File: config.mk
export PLATFORM = sky130hd
export DESIGN_NAME = ex_mem_stage_flat
export DESIGN_NICKNAME = d
export VERILOG_FILES = /design/src/rtl/ex_mem_stage_pkg.sv /design/src/rtl/ex_mem_stage_if.sv /design/src/rtl/ex_mem_stage_cond_eval.sv /design/src/rtl/ex_mem_stage.sv /design/src/flat_wrapper.sv
export SDC_FILE = /design/constraint.sdc
export NUM_CORES = 1
export LEC_CHECK = 0
export ABC_AREA = 1
export CORE_AREA = 2 2 167 169
export DETAILED_ROUTE_END_ITERATION = 6
export DIE_AREA = 0 0 169 171
export GPL_TIMING_DRIVEN = 1
export PLACE_DENSITY = 0.74
export SETUP_SLACK_MARGIN = 0.2
export SYNTH_ARGS = -nofsm -noshare
export SYNTH_HDL_FRONTEND = slang
export SYNTH_SLANG_ARGS = --single-unit
export TNS_END_PERCENT = 50
File: constraint.sdc
create_clock -name clk -period 1.1 [get_ports clk]
set_clock_uncertainty 0.05 [all_clocks]
set_input_delay 0.275 -clock clk [delete_from_list [all_inputs] [get_ports clk]]
set_output_delay 0.275 -clock clk [all_outputs]
set_load 0.02 [all_outputs]
File: src/rtl/ex_mem_stage_pkg.sv
// ex_mem_stage_pkg: shared widths, branch/condition/ALU encodings and the
// NZCV derivation used by the EX->MEM stage.
package ex_mem_stage_pkg;

    localparam int WORD       = 64;
    localparam int REG_AW_DEF = 5;

    typedef enum logic [2:0] {
        BR_NONE  = 3'd0,
        BR_B     = 3'd1,
        BR_CBZ   = 3'd2,
        BR_CBNZ  = 3'd3,
        BR_BCOND = 3'd4
    } br_type_e;

    localparam logic [3:0] COND_EQ = 4'h0;
    localparam logic [3:0] COND_NE = 4'h1;
    localparam logic [3:0] COND_HS = 4'h2;
    localparam logic [3:0] COND_LO = 4'h3;
    localparam logic [3:0] COND_MI = 4'h4;
    localparam logic [3:0] COND_PL = 4'h5;
    localparam logic [3:0] COND_VS = 4'h6;
    localparam logic [3:0] COND_VC = 4'h7;
    localparam logic [3:0] COND_HI = 4'h8;
    localparam logic [3:0] COND_LS = 4'h9;
    localparam logic [3:0] COND_GE = 4'hA;
    localparam logic [3:0] COND_LT = 4'hB;
    localparam logic [3:0] COND_GT = 4'hC;
    localparam logic [3:0] COND_LE = 4'hD;
    localparam logic [3:0] COND_AL = 4'hE;

    localparam logic [3:0] ALU_ADD = 4'b0010;
    localparam logic [3:0] ALU_SUB = 4'b0110;

    // {N,Z,C,V} from ALU outputs. Carry and overflow only mean something for
    // ADD/SUB; logical ops clear both.
    function automatic logic [3:0] alu_nzcv(input logic       res_msb,
                                            input logic       zero,
                                            input logic       carry,
                                            input logic [3:0] ctrl,
                                            input logic       a_msb,
                                            input logic       b_msb);
        logic c;
        logic v;
        c = 1'b0;
        v = 1'b0;
        if (ctrl == ALU_ADD) begin
            c = carry;
            v = (a_msb == b_msb) && (res_msb != a_msb);
        end else if (ctrl == ALU_SUB) begin
            c = carry;
            v = (a_msb != b_msb) && (res_msb != a_msb);
        end
        return {res_msb, zero, c, v};
    endfunction

endpackage

File: src/rtl/ex_mem_stage_if.sv
// ex_mem_stage_if: EX-side request (valid/ready + ALU/branch/control payload)
// and MEM-side response (registered payload, branch outcome, flags).
// Modports: slave = the pipeline stage, master = the EX/MEM environment.
interface ex_mem_stage_if
    import ex_mem_stage_pkg::*;
#(
    parameter int W      = WORD,
    parameter int REG_AW = REG_AW_DEF
);
    logic              in_valid;
    logic              in_ready;
    logic              flush;
    logic [W-1:0]      alu_result;
    logic              alu_zero;
    logic              alu_carry;
    logic [3:0]        alu_control;
    logic              a_msb;
    logic              b_msb;
    logic              set_flags;
    br_type_e          br_type;
    logic [3:0]        br_cond;
    logic [W-1:0]      br_target;
    logic [W-1:0]      store_data;
    logic [REG_AW-1:0] rd;
    logic              reg_write;
    logic              mem_read;
    logic              mem_write;
    logic              mem_to_reg;

    logic              out_valid;
    logic              out_ready;
    logic [W-1:0]      q_alu_result;
    logic [W-1:0]      q_store_data;
    logic [REG_AW-1:0] q_rd;
    logic              q_reg_write;
    logic              q_mem_read;
    logic              q_mem_write;
    logic              q_mem_to_reg;
    logic              br_taken;
    logic [W-1:0]      br_target_q;
    logic [3:0]        nzcv;

    modport slave (
        input  in_valid, flush, alu_result, alu_zero, alu_carry, alu_control,
               a_msb, b_msb, set_flags, br_type, br_cond, br_target,
               store_data, rd, reg_write, mem_read, mem_write, mem_to_reg,
               out_ready,
        output in_ready, out_valid, q_alu_result, q_store_data, q_rd,
               q_reg_write, q_mem_read, q_mem_write, q_mem_to_reg,
               br_taken, br_target_q, nzcv
    );

    modport master (
        output in_valid, flush, alu_result, alu_zero, alu_carry, alu_control,
               a_msb, b_msb, set_flags, br_type, br_cond, br_target,
               store_data, rd, reg_write, mem_read, mem_write, mem_to_reg,
               out_ready,
        input  in_ready, out_valid, q_alu_result, q_store_data, q_rd,
               q_reg_write, q_mem_read, q_mem_write, q_mem_to_reg,
               br_taken, br_target_q, nzcv
    );
endinterface

File: src/rtl/ex_mem_stage_cond_eval.sv
// cond_eval: combinational ARM condition-code evaluation.
// Ports: nzcv {N,Z,C,V} in, br_cond in, pass out.
module cond_eval (
    input  logic [3:0] nzcv,
    input  logic [3:0] br_cond,
    output logic       pass
);
    logic n, z, c, v;
    logic base;

    assign {n, z, c, v} = nzcv;

    // Conditions come in true/inverted pairs selected by br_cond[0];
    // the 111x pair is "always" in both encodings.
    always_comb begin
        base = 1'b0;
        case (br_cond[3:1])
            3'b000: base = z;
            3'b001: base = c;
            3'b010: base = n;
            3'b011: base = v;
            3'b100: base = c & ~z;
            3'b101: base = (n == v);
            3'b110: base = ~z & (n == v);
            default: base = 1'b1;
        endcase
        pass = (br_cond[3:1] == 3'b111) ? 1'b1 : (base ^ br_cond[0]);
    end
endmodule

File: src/rtl/ex_mem_stage.sv
// ex_mem_stage: EX->MEM pipeline register with NZCV flag state and branch
// resolution. Valid/ready on both sides; flush kills the stage contents.
// Ports: clk, rst_n (async, active low), bus (ex_mem_stage_if.slave).
// Build option: COND_BRANCH_EN adds the NZCV register, set_flags and B.cond;
// without it nzcv is 0 and B.cond is never taken.
module ex_mem_stage
    import ex_mem_stage_pkg::*;
#(
    parameter int W      = WORD,
    parameter int REG_AW = REG_AW_DEF
) (
    input logic           clk,
    input logic           rst_n,
    ex_mem_stage_if.slave bus
);
    logic accept;
    logic taken;
    logic taken_r;
    logic cond_pass;

    assign bus.in_ready = ~bus.out_valid | bus.out_ready;
    assign accept       = bus.in_valid & bus.in_ready;
    assign bus.br_taken = bus.out_valid & taken_r;

`ifdef COND_BRANCH_EN
    logic [3:0] nzcv_r;

    // B.cond reads the register before this accept's own flag update.
    cond_eval u_cond_eval (
        .nzcv    (nzcv_r),
        .br_cond (bus.br_cond),
        .pass    (cond_pass)
    );

    always_ff @(posedge clk or negedge rst_n) begin
        if (!rst_n) begin
            nzcv_r <= 4'b0000;
        end else if (accept && bus.set_flags && !bus.flush) begin
            nzcv_r <= alu_nzcv(bus.alu_result[W-1], bus.alu_zero, bus.alu_carry,
                               bus.alu_control, bus.a_msb, bus.b_msb);
        end
    end

    assign bus.nzcv = nzcv_r;
`else
    logic unused_cfg;

    assign unused_cfg = ^{bus.set_flags, bus.br_cond, bus.alu_carry,
                          bus.alu_control, bus.a_msb, bus.b_msb};
    assign cond_pass  = 1'b0;
    assign bus.nzcv   = 4'b0000;
`endif

    always_comb begin
        taken = 1'b0;
        case (bus.br_type)
            BR_B:     taken = 1'b1;
            BR_CBZ:   taken = bus.alu_zero;
            BR_CBNZ:  taken = ~bus.alu_zero;
            BR_BCOND: taken = cond_pass;
            default:  taken = 1'b0;
        endcase
    end

    always_ff @(posedge clk or negedge rst_n) begin
        if (!rst_n) begin
            bus.out_valid    <= 1'b0;
            taken_r          <= 1'b0;
            bus.q_alu_result <= '0;
            bus.q_store_data <= '0;
            bus.q_rd         <= '0;
            bus.q_reg_write  <= 1'b0;
            bus.q_mem_read   <= 1'b0;
            bus.q_mem_write  <= 1'b0;
            bus.q_mem_to_reg <= 1'b0;
            bus.br_target_q  <= '0;
        end else if (bus.flush) begin
            bus.out_valid <= 1'b0;
            taken_r       <= 1'b0;
        end else if (accept) begin
            bus.out_valid    <= 1'b1;
            taken_r          <= taken;
            bus.q_alu_result <= bus.alu_result;
            bus.q_store_data <= bus.store_data;
            bus.q_rd         <= bus.rd;
            bus.q_reg_write  <= bus.reg_write;
            bus.q_mem_read   <= bus.mem_read;
            bus.q_mem_write  <= bus.mem_write;
            bus.q_mem_to_reg <= bus.mem_to_reg;
            bus.br_target_q  <= bus.br_target;
        end else if (bus.out_ready) begin
            bus.out_valid <= 1'b0;
            taken_r       <= 1'b0;
        end
    end
endmodule

File: src/flat_wrapper.sv
// flat-port wrapper written by rule: the top's interface ports become plain ports
module ex_mem_stage_flat import ex_mem_stage_pkg::*;
#(
    parameter int W      = WORD,
    parameter int REG_AW = REG_AW_DEF
)
  (clk, rst_n, bus_in_valid, bus_flush, bus_alu_result, bus_alu_zero, bus_alu_carry, bus_alu_control, bus_a_msb, bus_b_msb, bus_set_flags, bus_br_type, bus_br_cond, bus_br_target, bus_store_data, bus_rd, bus_reg_write, bus_mem_read, bus_mem_write, bus_mem_to_reg, bus_out_ready, bus_in_ready, bus_out_valid, bus_q_alu_result, bus_q_store_data, bus_q_rd, bus_q_reg_write, bus_q_mem_read, bus_q_mem_write, bus_q_mem_to_reg, bus_br_taken, bus_br_target_q, bus_nzcv);
  ex_mem_stage_if #(.W(W), .REG_AW(REG_AW)) bus_i ();
  input logic clk;
  input logic rst_n;
  input wire logic [$bits(bus_i.in_valid)-1:0] bus_in_valid;
  input wire logic [$bits(bus_i.flush)-1:0] bus_flush;
  input wire logic [$bits(bus_i.alu_result)-1:0] bus_alu_result;
  input wire logic [$bits(bus_i.alu_zero)-1:0] bus_alu_zero;
  input wire logic [$bits(bus_i.alu_carry)-1:0] bus_alu_carry;
  input wire logic [$bits(bus_i.alu_control)-1:0] bus_alu_control;
  input wire logic [$bits(bus_i.a_msb)-1:0] bus_a_msb;
  input wire logic [$bits(bus_i.b_msb)-1:0] bus_b_msb;
  input wire logic [$bits(bus_i.set_flags)-1:0] bus_set_flags;
  input wire logic [$bits(bus_i.br_type)-1:0] bus_br_type;
  input wire logic [$bits(bus_i.br_cond)-1:0] bus_br_cond;
  input wire logic [$bits(bus_i.br_target)-1:0] bus_br_target;
  input wire logic [$bits(bus_i.store_data)-1:0] bus_store_data;
  input wire logic [$bits(bus_i.rd)-1:0] bus_rd;
  input wire logic [$bits(bus_i.reg_write)-1:0] bus_reg_write;
  input wire logic [$bits(bus_i.mem_read)-1:0] bus_mem_read;
  input wire logic [$bits(bus_i.mem_write)-1:0] bus_mem_write;
  input wire logic [$bits(bus_i.mem_to_reg)-1:0] bus_mem_to_reg;
  input wire logic [$bits(bus_i.out_ready)-1:0] bus_out_ready;
  output wire logic [$bits(bus_i.in_ready)-1:0] bus_in_ready;
  output wire logic [$bits(bus_i.out_valid)-1:0] bus_out_valid;
  output wire logic [$bits(bus_i.q_alu_result)-1:0] bus_q_alu_result;
  output wire logic [$bits(bus_i.q_store_data)-1:0] bus_q_store_data;
  output wire logic [$bits(bus_i.q_rd)-1:0] bus_q_rd;
  output wire logic [$bits(bus_i.q_reg_write)-1:0] bus_q_reg_write;
  output wire logic [$bits(bus_i.q_mem_read)-1:0] bus_q_mem_read;
  output wire logic [$bits(bus_i.q_mem_write)-1:0] bus_q_mem_write;
  output wire logic [$bits(bus_i.q_mem_to_reg)-1:0] bus_q_mem_to_reg;
  output wire logic [$bits(bus_i.br_taken)-1:0] bus_br_taken;
  output wire logic [$bits(bus_i.br_target_q)-1:0] bus_br_target_q;
  output wire logic [$bits(bus_i.nzcv)-1:0] bus_nzcv;
  assign bus_i.in_valid = bus_in_valid;
  assign bus_i.flush = bus_flush;
  assign bus_i.alu_result = bus_alu_result;
  assign bus_i.alu_zero = bus_alu_zero;
  assign bus_i.alu_carry = bus_alu_carry;
  assign bus_i.alu_control = bus_alu_control;
  assign bus_i.a_msb = bus_a_msb;
  assign bus_i.b_msb = bus_b_msb;
  assign bus_i.set_flags = bus_set_flags;
  assign bus_i.br_type = bus_br_type;
  assign bus_i.br_cond = bus_br_cond;
  assign bus_i.br_target = bus_br_target;
  assign bus_i.store_data = bus_store_data;
  assign bus_i.rd = bus_rd;
  assign bus_i.reg_write = bus_reg_write;
  assign bus_i.mem_read = bus_mem_read;
  assign bus_i.mem_write = bus_mem_write;
  assign bus_i.mem_to_reg = bus_mem_to_reg;
  assign bus_i.out_ready = bus_out_ready;
  assign bus_in_ready = bus_i.in_ready;
  assign bus_out_valid = bus_i.out_valid;
  assign bus_q_alu_result = bus_i.q_alu_result;
  assign bus_q_store_data = bus_i.q_store_data;
  assign bus_q_rd = bus_i.q_rd;
  assign bus_q_reg_write = bus_i.q_reg_write;
  assign bus_q_mem_read = bus_i.q_mem_read;
  assign bus_q_mem_write = bus_i.q_mem_write;
  assign bus_q_mem_to_reg = bus_i.q_mem_to_reg;
  assign bus_br_taken = bus_i.br_taken;
  assign bus_br_target_q = bus_i.br_target_q;
  assign bus_nzcv = bus_i.nzcv;
  ex_mem_stage #(.W(W), .REG_AW(REG_AW)) u_core (.clk(clk), .rst_n(rst_n), .bus(bus_i));
endmodule
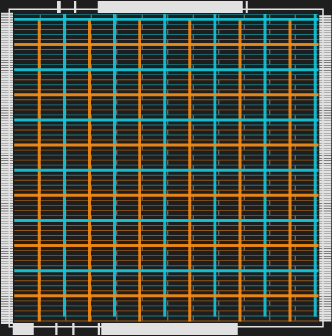
run_1/pdn.png
Pins as bars on the die edge. Tap cells in grey.
[VDD] cyan
[VSS] orange
signal pins: 430
met4 straps: 12
tap cells: 346
met5 straps: 12
met1 rails: 62

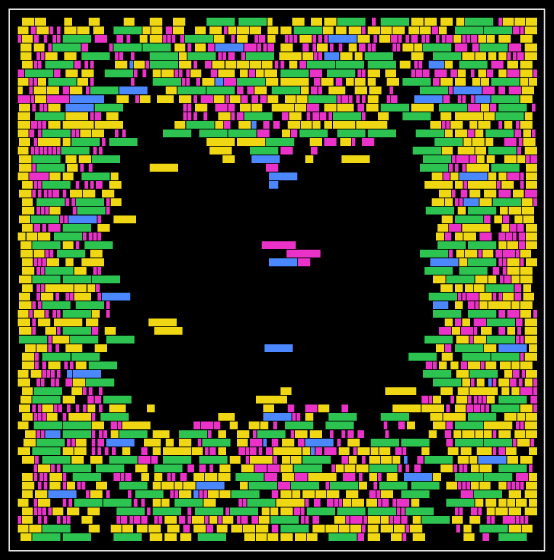
run_1/cell_classes.png
[all other logic] magenta | cells: 628
[other buffers and delay cells] yellow | cells: 628
[clock drivers and dummy loads] blue | cells: 40
[flip-flops] green | cells: 203

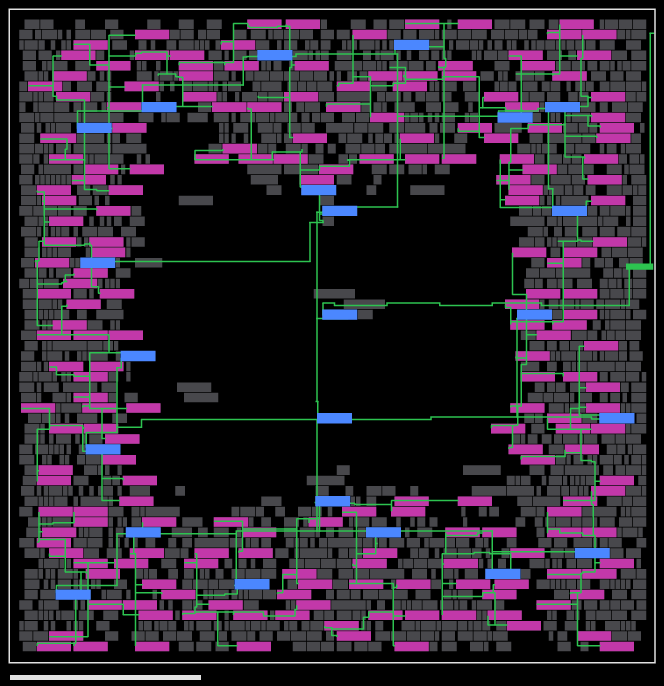
run_1/clock_map.png
Bar = 50 microns.
[flip-flops] magenta | count: 203
[clock wires] green | length: 2940 microns
[cells driving clock nets] blue | count: 23
routed clock nets: 24

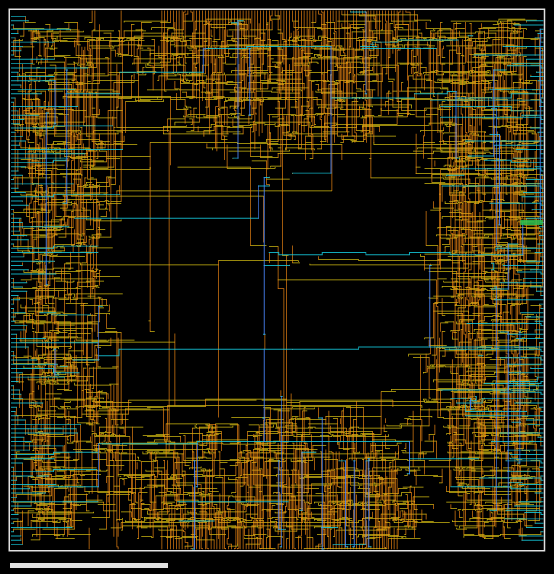
run_1/metal_stack.png
Bar = 50 microns.
[met1] yellow | wire length: 13000 microns
[met2] orange | wire length: 17100 microns
[met4] blue | wire length: 1070 microns
[met5] green | wire length: 5.50 microns
[met3] cyan | wire length: 2920 microns

==> impl_metrics.json, run 1 <==
{
  "crit_chain": "nand2_4 -> buf_6",
  "cp-endpoint": "bus_in_ready",
  "slew_violations": 0,
  "ys_warn_count": 0,
  "inv_count": 9,
  "tritoncts": "built",
  "h-tree-depth": 1,
  "yosysChipArea_sq_um": 7800,
  "comb_share": 0.191,
  "ys_sh_xor": 0,
  "r2r_end": "u_core.bus.q_alu_result[27]$_DFFE_PN0P_",
  "violations": "negative setup slack",
  "r2r_slack_ns": -0.39,
  "tool_warnings": 41,
  "grt_antenna_before_repair": 0,
  "setup_viol": 406,
  "gp_congestion": 0.808,
  "yosysUniqueCellTypes": 15,
  "top_cell": "nand2_1",
  "dr.pass1.iters": 5,
  "path_delay_family": "flip-flops",
  "power.density_nw_per_um2": 1590,
  "buffers": 628,
  "finalNonFillerCells": 1845,
  "synthTopCellsByArea": "dfrtp_1 65%, nand2_1 29%, buf_6 2.7%",
  "grt-ovfl-total": 0,
  "tap_cells": 346,
  "combinationalPower_mw": 8.66,
  "worstSkewPairLatency_ns": 0.51,
  "status": "finished, violations left",
  "critPathArrivalTime_ns": 1.18,
  "clk-power_mw": 7.62,
  "clock_sinks": 203,
  "pin_count": 430,
  "routedWlPerCell_microns": 18.5,
  "io_buffers": 413,
  "cts-resized-gates": 1222,
  "antenna_left": 0,
  "area_growth_pct": 108,
  "ys_seq_share": 0.651,
  "register_area_sq_um": 5080,
  "wirelength_mm": 34.1,
  "clkbuf_count": 34,
  "logic_family": "simple AND/OR/NAND/NOR gates",
  "comb_area_sq_um": 3100,
  "largest_cell_class": "non-clock buffers",
  "mux_share": 0,
  "layout.cells.most_common": "nand2_1",
  "layout.nonclk_buf_frac": 0.417,
  "power_leader": "registers",
  "n_fill_cell": 2081,
  "rsz0062_at_grt": "yes",
  "drc_errors": 0,
  "synth_cells": 873,
  "finalWorstSetupSlack_ns": -0.408,
  "dp_cells": 1684,
  "vias_per_cell": 4.52,
  "track_usage": 0.176,
  "seq_power_mw": 9.51,
  "dieHeight_microns": 171,
  "netlist_area_sq_um": 7800,
  "finalClockPeriodUsage": 1.37,
  "clkPwrFrac": 0.295,
  "cap_violations": 0,
  "crit_cells": 2,
  "simple_gate_area_frac": 0.297,
  "fin_crit_ns": 1.51,
  "grt_pass1_vias": 7948,
  "diodes": 0,
  "cts_setup_buffers": 44,
  "async_flop_share": 1.00,
  "ir_drop_v": 0.00123,
  "drive_gt1_frac": 0.441,
  "power_mw": 25.8,
  "crit_buf_inv": 1,
  "top_area_cell": "dfrtp_1",
  "synth.top_cells.by_count": "608 x nand2_1, 203 x dfrtp_1, 23 x buf_2, 19 x buf_6, 5 x buf_4"
}
[run 1: metrics by stage]
stage | area, sq um | TNS, ns | setup slack [ns] | hold WS [ns]
floorplan | 7900 | -29.06 | -0.149 | -0.0706
global placement | 12800 | -155.53 | -0.722 | 0.169
detailed placement | 12800 | -158.24 | -0.703 | 0.172
CTS | 14200 | -106.08 | -0.428 | 0.192
global route | 16200 | -136.88 | -0.448 | 0.206
finish | 16200 | -120.60 | -0.408 | 0.213
[run 1: per-layer routing]
layer | vias to the layer above | track usage | wire (microns)
li1 | 3837 | - | -
met1 | 4058 | 0.196 | 13000
met2 | 363 | 0.311 | 17100
met3 | 77 | 0.0648 | 2920
met4 | 2 | 0.0583 | 1070
met5 | - | 0 | 5
run_1/final_congestion.png
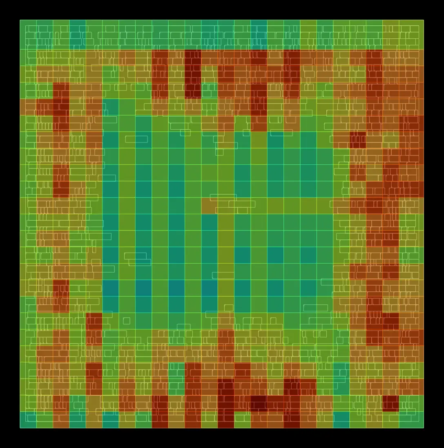

==> run 2, diff against run 1 <==
--- a/config.mk
+++ b/config.mk
@@ -6,11 +6,12 @@
 export NUM_CORES = 1
 export LEC_CHECK = 0
 export ABC_AREA = 1
+export CAP_MARGIN = 40
 export CORE_AREA = 2 2 167 169
 export DETAILED_ROUTE_END_ITERATION = 6
 export DIE_AREA = 0 0 169 171
 export GPL_TIMING_DRIVEN = 1
-export PLACE_DENSITY = 0.74
+export PLACE_DENSITY = 0.72
 export SETUP_SLACK_MARGIN = 0.2
 export SYNTH_ARGS = -nofsm -noshare
 export SYNTH_HDL_FRONTEND = slang
==> constraint.sdc (replaced) <==
create_clock -name clk -period 1.5 [get_ports clk]
set_clock_uncertainty 0.05 [all_clocks]
set_input_delay 0.375 -clock clk [delete_from_list [all_inputs] [get_ports clk]]
set_output_delay 0.375 -clock clk [all_outputs]
set_load 0.02 [all_outputs]
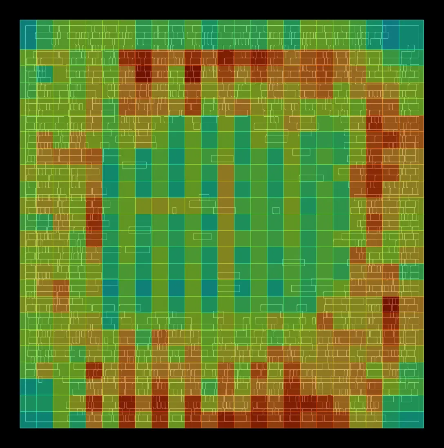
run_2/final_congestion.png
Most Crowded Layer GR: met2
GRT Total Usage: 0.168
met2 usage: 0.290

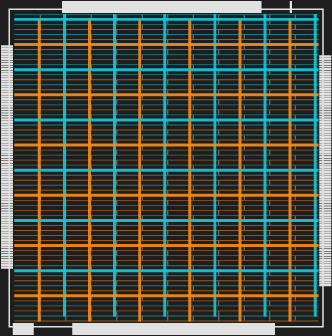
run_2/pdn.png
Pins as bars on the die edge. Tap cells in grey.
[VSS] orange
[VDD] cyan
signal pins: 430
met1 rails: 62
met5 straps: 12
tap cells: 346

==> run 2 against run 1 <==
  * The run still ends with negative setup slack left
  * Wire length down 11%
  * Clock power down 15%
  * Core utilization down 3.6 points
  * Sequential power down 27%
  * Worst setup slack better by 0.28 ns
  * Hold slack better by 0.10 ns
  * Synthesized cell count unchanged
  * Critical path type unchanged
  * Highest routed layer is now met4
==> impl_metrics.json, run 2 <==
{
  "whs_ns": 0.314,
  "clock_sinks": 203,
  "slew_violations": 0,
  "clk-power_mw": 6.51,
  "vias_per_cell": 4.40,
  "path_delay_family": "flip-flops",
  "netlist_area_sq_um": 7800,
  "grt_antenna_before_repair": 0,
  "power_mw": 19.0,
  "yosysChipArea_sq_um": 7800,
  "violations": "negative setup slack",
  "layout.cells.most_common": "nand2_1",
  "power.density_nw_per_um2": 1240,
  "crit_chain": "nand2_2 -> inv_2 -> buf_6",
  "rr_worst_depth": 8,
  "ys_warn_count": 0,
  "top_area_cell": "dfrtp_1",
  "layout.nonclk_buf_frac": 0.394,
  "critPathRequiredTime_ns": 1.07,
  "met1_length_mm": 11.9,
  "comb_area_sq_um": 2760,
  "grt_util_met1": 0.205,
  "n_fill_cell": 2296,
  "seq_power_mw": 6.92,
  "finalWorstSetupSlack_ns": -0.129,
  "placed_area_sq_um": 12400,
  "combinationalPower_mw": 5.57,
  "tritoncts": "built",
  "post-place-ws_ns": -0.473,
  "synth_cells": 873,
  "worstSkewPairLatency_ns": 0.51,
  "rsz0062_at_grt": "yes",
  "clkbuf_count": 31,
  "cap_violations": 0,
  "routedWlPerCell_microns": 17.2,
  "tap_cells": 346,
  "async_flop_share": 1.00,
  "drive_gt1_frac": 0.346,
  "gr-usage-met3": 0.0412,
  "antenna_left": 0,
  "finalClockPeriodUsage": 1.09,
  "wirelength_mm": 30.4,
  "r2r_slack_ns": -0.06,
  "critPathArrivalTime_ns": 1.20,
  "grt_pass1_vias": 7147,
  "yosysUniqueCellTypes": 15,
  "top_layer_used": "met4",
  "dp_cells": 1625,
  "io_buffers": 413,
  "tns_ns": -0.887,
  "dieHeight_microns": 171,
  "ys_seq_share": 0.651,
  "finalNonFillerCells": 1766,
  "r2r_end": "u_core.bus.q_store_data[27]$_DFFE_PN0P_",
  "buffers": 546,
  "inv_count": 8,
  "synth.top_cells.by_count": "608 x nand2_1, 203 x dfrtp_1, 23 x buf_2, 19 x buf_6, 5 x buf_4",
  "pin_count": 430,
  "comb_share": 0.181,
  "grt-ovfl-total": 0,
  "drc_errors": 0,
  "p_switching_mw": 5.64,
  "largest_cell_class": "non-clock buffers",
  "diodes": 0,
  "ir_drop_v": 0.000698,
  "status": "finished, violations left",
  "setup_viol": 52,
  "avgSynthCellArea_sq_um": 8.93,
  "dr.pass1.iters": 5
}
## run 2: kinds of logic (layout without fill, tap and decap cells)
group                  after synthesis  count (layout)  share of synthesized area
buffers and inverters               54             598                     0.0504
flip-flops                         203             203                      0.651
AND/OR/NAND/NOR                    613             613                      0.297
AND-OR/OR-AND                        2               2                    0.00128
other                                1               4                   0.000481
## run 2: what timing repair did
| item | 4_1_cts | 5_1_grt |
|---|---|---|
| endpoints found under the setup margin | 405 | 405 |
| pin swaps | 2 | 35 |
| hold endpoints to repair | 26 | 0 |
| buffers inserted | 26 | 46 |
| resized | 1224 | 170 |
| hold buffers | 1 | 0 |
| cloned | 0 | 24 |
run_2/clock_map.png
Bar = 50 microns.
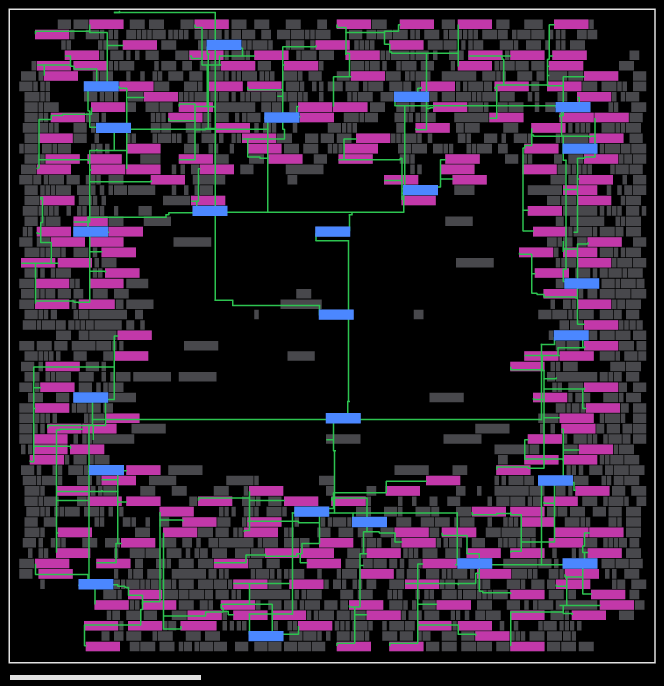

==> run 3, diff against run 2 <==
--- a/config.mk
+++ b/config.mk
@@ -11,9 +11,9 @@
 export DETAILED_ROUTE_END_ITERATION = 6
 export DIE_AREA = 0 0 169 171
 export GPL_TIMING_DRIVEN = 1
-export PLACE_DENSITY = 0.72
+export PLACE_DENSITY_LB_ADDON = 0.05
 export SETUP_SLACK_MARGIN = 0.2
+export SLEW_MARGIN = 20
 export SYNTH_ARGS = -nofsm -noshare
 export SYNTH_HDL_FRONTEND = slang
 export SYNTH_SLANG_ARGS = --single-unit
-export TNS_END_PERCENT = 50
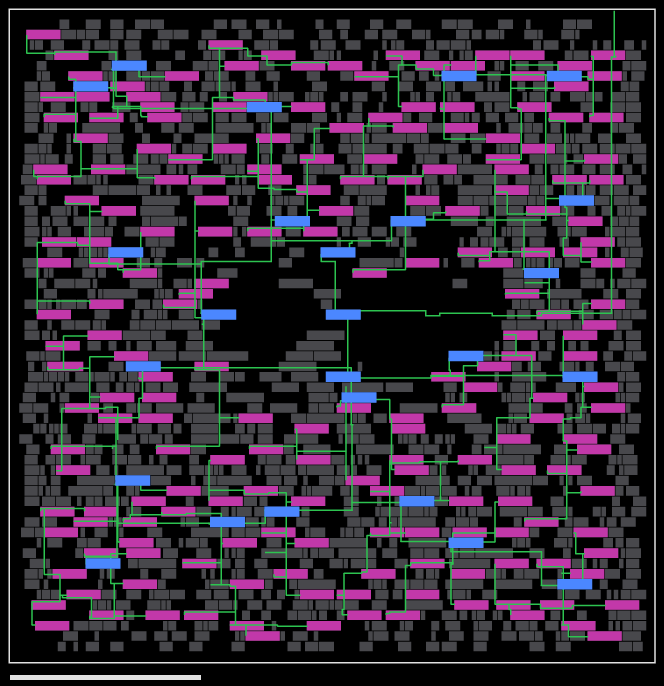
run_3/clock_map.png
Bar = 50 microns.
[clock wires] green | length: 3030 microns
[flip-flops] magenta | count: 203
[cells driving clock nets] blue | count: 25
routed clock nets: 26
flops lie: all over the die

==> run 3 against run 2 <==
  * The flow still finishes with violations (negative setup slack)
  * First-iteration DRC count fell by 36%
  * Cell count up 3.6%
  * Non-clock buffer count grew 68
  * Design area increased by 14%
  * Critical path depth grew 6
  * Wire length grew 13%
  * Largest power group unchanged
==> impl_metrics.json, run 3 <==
{
  "status": "finished, violations left",
  "violations": "negative setup slack",
  "yosysUniqueCellTypes": 15,
  "fin_area_sq_um": 17500,
  "crit_buf_inv": 5,
  "r2r_end": "u_core.bus.q_store_data[42]$_DFFE_PN0P_",
  "top_area_cell": "dfrtp_1",
  "fin_crit_ns": 1.61,
  "gr-usage-met3": 0.0627,
  "grt_pass1_vias": 7419,
  "finalWorstSetupSlack_ns": -0.105,
  "netlist_area_sq_um": 7800,
  "finalNonFillerCells": 1830,
  "grt_antenna_before_repair": 1,
  "wirelength_mm": 34.5,
  "dieHeight_microns": 171,
  "dr.pass1.iters": 4,
  "placed_area_sq_um": 12400,
  "h-tree-depth": 1,
  "layout.nonclk_buf_frac": 0.422,
  "crit_chain": "nand2_4 -> buf_6 -> nand3_4 -> buf_6 -> buf_12 -> buf_12 -> buf_16 -> nand2_2 -> nand2_1",
  "post-place-ws_ns": -0.459,
  "clkbuf_count": 33,
  "rr_worst_depth": 9,
  "io_buffers": 413,
  "drc_errors": 0,
  "met3_length_mm": 2.73,
  "clock_sinks": 203,
  "vias_per_cell": 4.40,
  "drive_gt1_frac": 0.525,
  "grt_util_met1": 0.248,
  "whs_ns": 0.270,
  "antenna_left": 0,
  "synthTopCellsByArea": "dfrtp_1 65%, nand2_1 29%, buf_6 2.7%",
  "met1_length_mm": 13.8,
  "tool_warnings": 40,
  "ir_drop_v": 0.000635,
  "tritoncts": "built",
  "inv_count": 8,
  "tap_cells": 346,
  "async_flop_share": 1.00,
  "crit_cells": 9,
  "ys_seq_share": 0.651,
  "synth_cells": 873,
  "setup_viol": 132,
  "power.density_nw_per_um2": 1130,
  "routedWlPerCell_microns": 18.8,
  "avgSynthCellArea_sq_um": 8.93,
  "postCtsHoldBufs": 1,
  "met2_usage": 0.339,
  "critPathRequiredTime_ns": 1.85,
  "pin_count": 430,
  "path_delay_family": "buffers and inverters",
  "critPathArrivalTime_ns": 1.96,
  "met2WireLength_mm": 17.0,
  "n_fill_cell": 2256,
  "grt-ovfl-total": 0,
  "buffers": 614,
  "diodes": 1,
  "ys_warn_count": 0,
  "top_layer_used": "met4",
  "layout.cells.most_common": "nand2_1",
  "top_cell": "nand2_1",
  "worstSkewPairLatency_ns": 0.51,
  "cts_setup_buffers": 40,
  "comb_area_sq_um": 3670,
  "area_growth_pct": 124
}
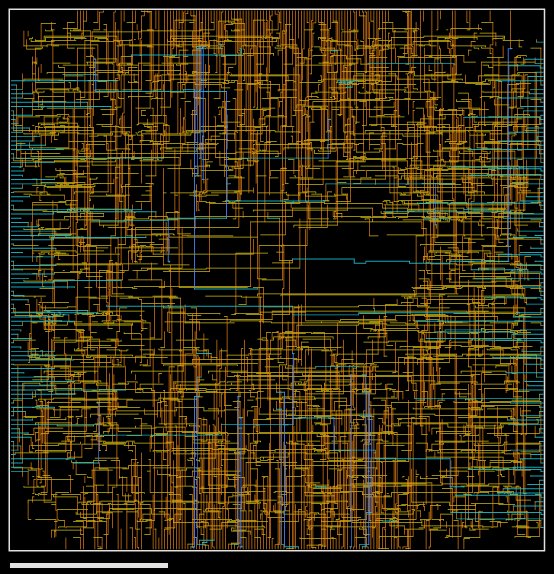
run_3/metal_stack.png
Bar = 50 microns.
[met2] orange | wire length: 17000 microns
[met4] blue | wire length: 866 microns
[met1] yellow | wire length: 13800 microns
[met3] cyan | wire length: 2730 microns

[run 3: cell count changes in the layout (fill, tap and decap cells not counted), sizes merged]
cell,previous run,this run
clkinv,6,3
diode,0,1
inv,6,8
clkbuf,49,57
buf,319,381
bufinv,5,3
clkinvlp,4,0
[run 3: kinds of logic (layout without fill, tap and decap cells)]
| kind of cell | count (synthesis) | after routing | synth area share |
|---|---|---|---|
| flops | 203 | 203 | 0.651 |
| simple gates | 613 | 613 | 0.297 |
| other cells | 1 | 5 | 0.000481 |
| compound gates | 2 | 2 | 0.00128 |
| buf+inv | 54 | 661 | 0.0504 |
[run 3: where the power goes]
group / internal, mW / total [mW] / switching, mW
clock network: 3.82 / 6.16 / 2.34
logic: 3.62 / 6.60 / 2.98
registers: 6.28 / 6.97 / 0.694
total: 13.7 / 19.7 / 6.02
Power figures rest on the tool's default switching activity, not on a simulated workload.
